==> images/ff_map.png <==
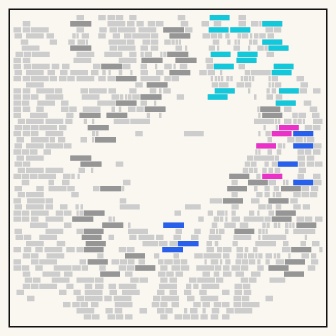
==> images/congestion_map.png <==
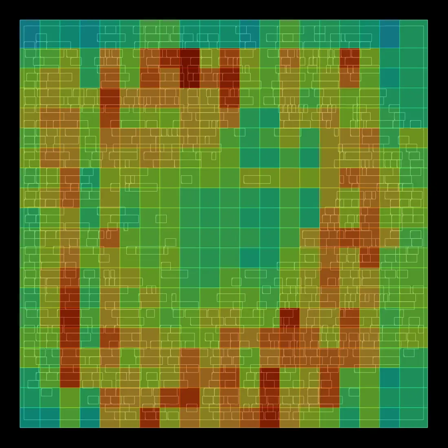
==> images/class_map.png <==
Scale bar: 50 um.
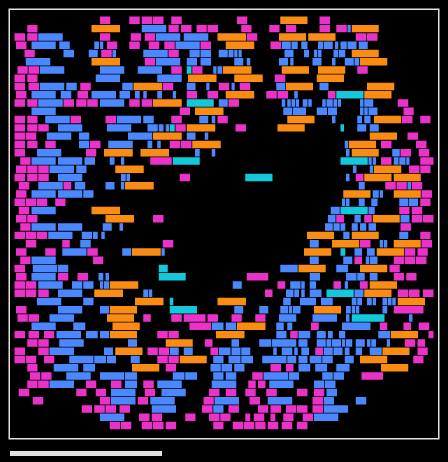
==> images/clock_wires.png <==
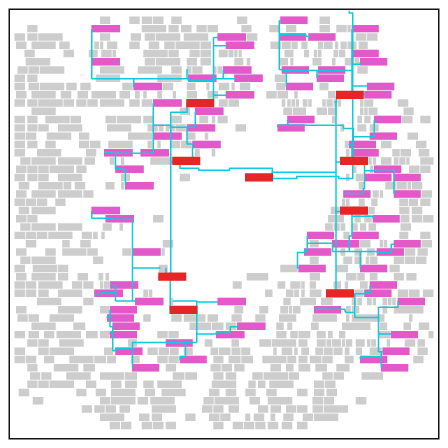
==> images/floorplan.png <==
Pins as bars on the die edge. Tap cells in gray.
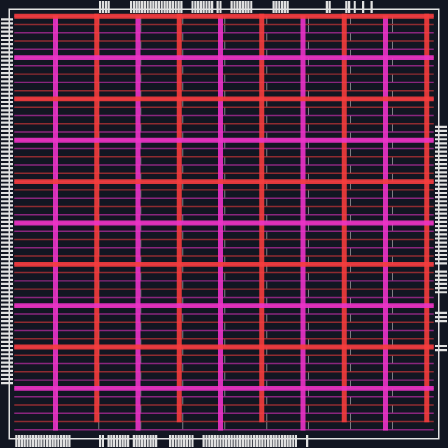
Design unidade_despacho_n, sky130hd; sources not shown.
==> flow_metrics.tcl <==
# flow metrics
set metrics [dict create \
    clock_area_share_pct 3.197 \
    grt_remaining_overflow 0 \
    cts_made_buffers 9 \
    slowest_stage "clkdlybuf4s50_1" \
    hold_viol_final 0 \
    synth_top_cell_by_area "mux4_2" \
    top_cells_by_count "mux4_2, dfrtp_1, mux2i_1" \
    timing.final.crit_share_pct 90.70 \
    antenna_found_initial 0 \
    htree_levels 3 \
    power_leader "combinational logic" \
    syn_area_um2 5777 \
    placed_area_um2 8672 \
    clock-sinks 75 \
    async_flop_share_pct 100.0 \
    p_sw_uw 937.1 \
    ys_types 51 \
    ctsHoldBuffers 0 \
    fp-utilization_pct 30.78 \
    crit_chain "clkdlybuf4s50_1 -> nand2b_1 -> o22ai_1 -> nor2_1 -> dlymetal6s2s_1" \
    wl_met2_um 9177 \
    yosys_most_used_dff "dfrtp_1" \
    inv_count 6 \
    seq_power_share_pct 33.9 \
    fin_hold_ws_ps 482.8 \
    comb_cells 346 \
    xor_area_share_pct 3.184 \
    num_vias 5069 \
    layout_setup_ws_ps 362.5 \
    yosys.area.top_type_share_pct 28.07 \
    grt_max_degree 52 \
    top_cell "mux4_2" \
    ys_sh_adder_pct 0.2166 \
    buf_share_pct 31.02 \
    via_per_inst 5.308 \
    gp_congestion 0.8694 \
    place_ws_ps 16.76 \
    drt-initial-drc-count 256 \
    dpl.hpwl_um 14930 \
    postSynthSeqShare_pct 33.07 \
    worstPathArrival_ps 2370 \
    instances_no_fill 955 \
    synthAoiAreaFrac_pct 10.11 \
    fill_cells 1729 \
    area_leaders "mux4_2, dfrtp_1, dfstp_2" \
    worstPathRequired_ps 2730 \
    setup_viol 0 \
    worstMarginPinSlew_ps 805.2 \
    syn_to_final_growth_pct 55.12 \
    comb_share_pct 40.94 \
    drive_gt1_share_pct 25.80 \
    path_clk_slew_ps 60 \
    reg2regPathDepth 8 \
    fin_crit_ps 3537 \
    first_global_vias 5396 \
    crit_fanout 6 \
    whs_path_depth 2 \
    power_density_nw_per_um2 336.8 \
    wl_um 18460 \
    layout_top_cell "clkdlybuf4s50_1" \
    finalSetupTns_ps 0 \
    num-nets-final 912 \
    hold_path.class "register to register" \
    logic_area_um2 3669 \
    cts_tree "done" \
    power_mw 3.018 \
    ys_chip_area_um2 5777 \
    p_leak_nw 3.521 \
    final_cell_mix "clkdlybuf4s50_1, mux4_2, dfrtp_1, mux2i_1, nor2_1" \
    top_layer "met4" \
    path_class "input port to output port" \
    wl_met3_um 1149 \
    synth_flop_count 75 \
    final_max_slew_viol_count 0 \
    rrSetupSlack_ps 1490 \
    dominant-cell-class "logic gates" \
    fmax_mhz 282.7 \
    end_kind "output port" \
    crit_path_max_incr_delay_ps 480 \
    antenna_left 0 \
    clkbuf_count 11 \
    place_inst 939 \
    muxShareOfSynthArea_pct 40.65 \
    rsz0062_at_grt "false" \
    ys_sh_simple_pct 8.772 \
    status "complete, no violations" \
    n_antenna_cell 0 \
    dieArea_um2 19810 \
    cpLargestDelayFamily "buffers and inverters" \
    yosysWarnings 0 \
    netlist_instances 462 \
    taps 234 \
    switching_share_pct 31.05 \
    log.warning_count 46 \
    nonClockBufferCount 278 \
    io_buffers 250 \
    synth-cells-yosys 462 \
    grt_first_pass_wirelength_um 29510 \
    cts-root-buf "clkbuf_16" \
    critPathLaunchType "input port" \
    comb-power_mw 1.19 \
    n_sequential_cell 75 \
    comb_power_share_pct 39.5 \
]
Back to the opening pictures, ff_map.png:
blue -> A  # sequential cells 7
cyan -> Stall_count  # sequential cells 16, where north-east
magenta -> Issue_en  # sequential cells 4, where east
P_seq: 1.02 mW
Register Area: 1911 um2
post-layout util: 47.75%
Seq/total area: 21.32%

Back to the opening pictures, congestion_map.png:
met1 Track Usage GR: 24.16%
peak-usage layer in the global routing report: met2
M2 GR Usage: 33.05%

Back to the opening pictures, class_map.png:
cyan -> clock drivers and dummy loads  # cells 16, share of their area 3.3%
magenta -> remaining buffers and delay cells  # cells 278, share of their area 32%
orange -> registers  # cells 75, share of their area 22%
blue -> remaining logic cells  # cells 352, share of their area 43%
Rows: 50
total core area: 18,770 um2
Design Area, Final: 8961 um2

Back to the opening pictures, clock_wires.png:
magenta -> flip-flops  # count 75
red -> clock-net drivers  # count 9
cyan -> clock wires  # length 1,010 um
routed clock nets = 10
Skew-Pair Late Insertion Delay: 330 ps
clock share of power: 26.6%
Power Clock: 803 uW
Setup Skew: 4.733 ps

Back to the opening pictures, floorplan.png:
magenta -> VSS
red -> VDD
signal pins = 271
rows = 50
met1 rails = 51
met4 straps = 10
Chip Width: 140.8 um
Die H: 140.8 um
Peak VDD IR: 0.0001399 V

Power figures rest on the tool's default switching activity, not on a simulated workload.
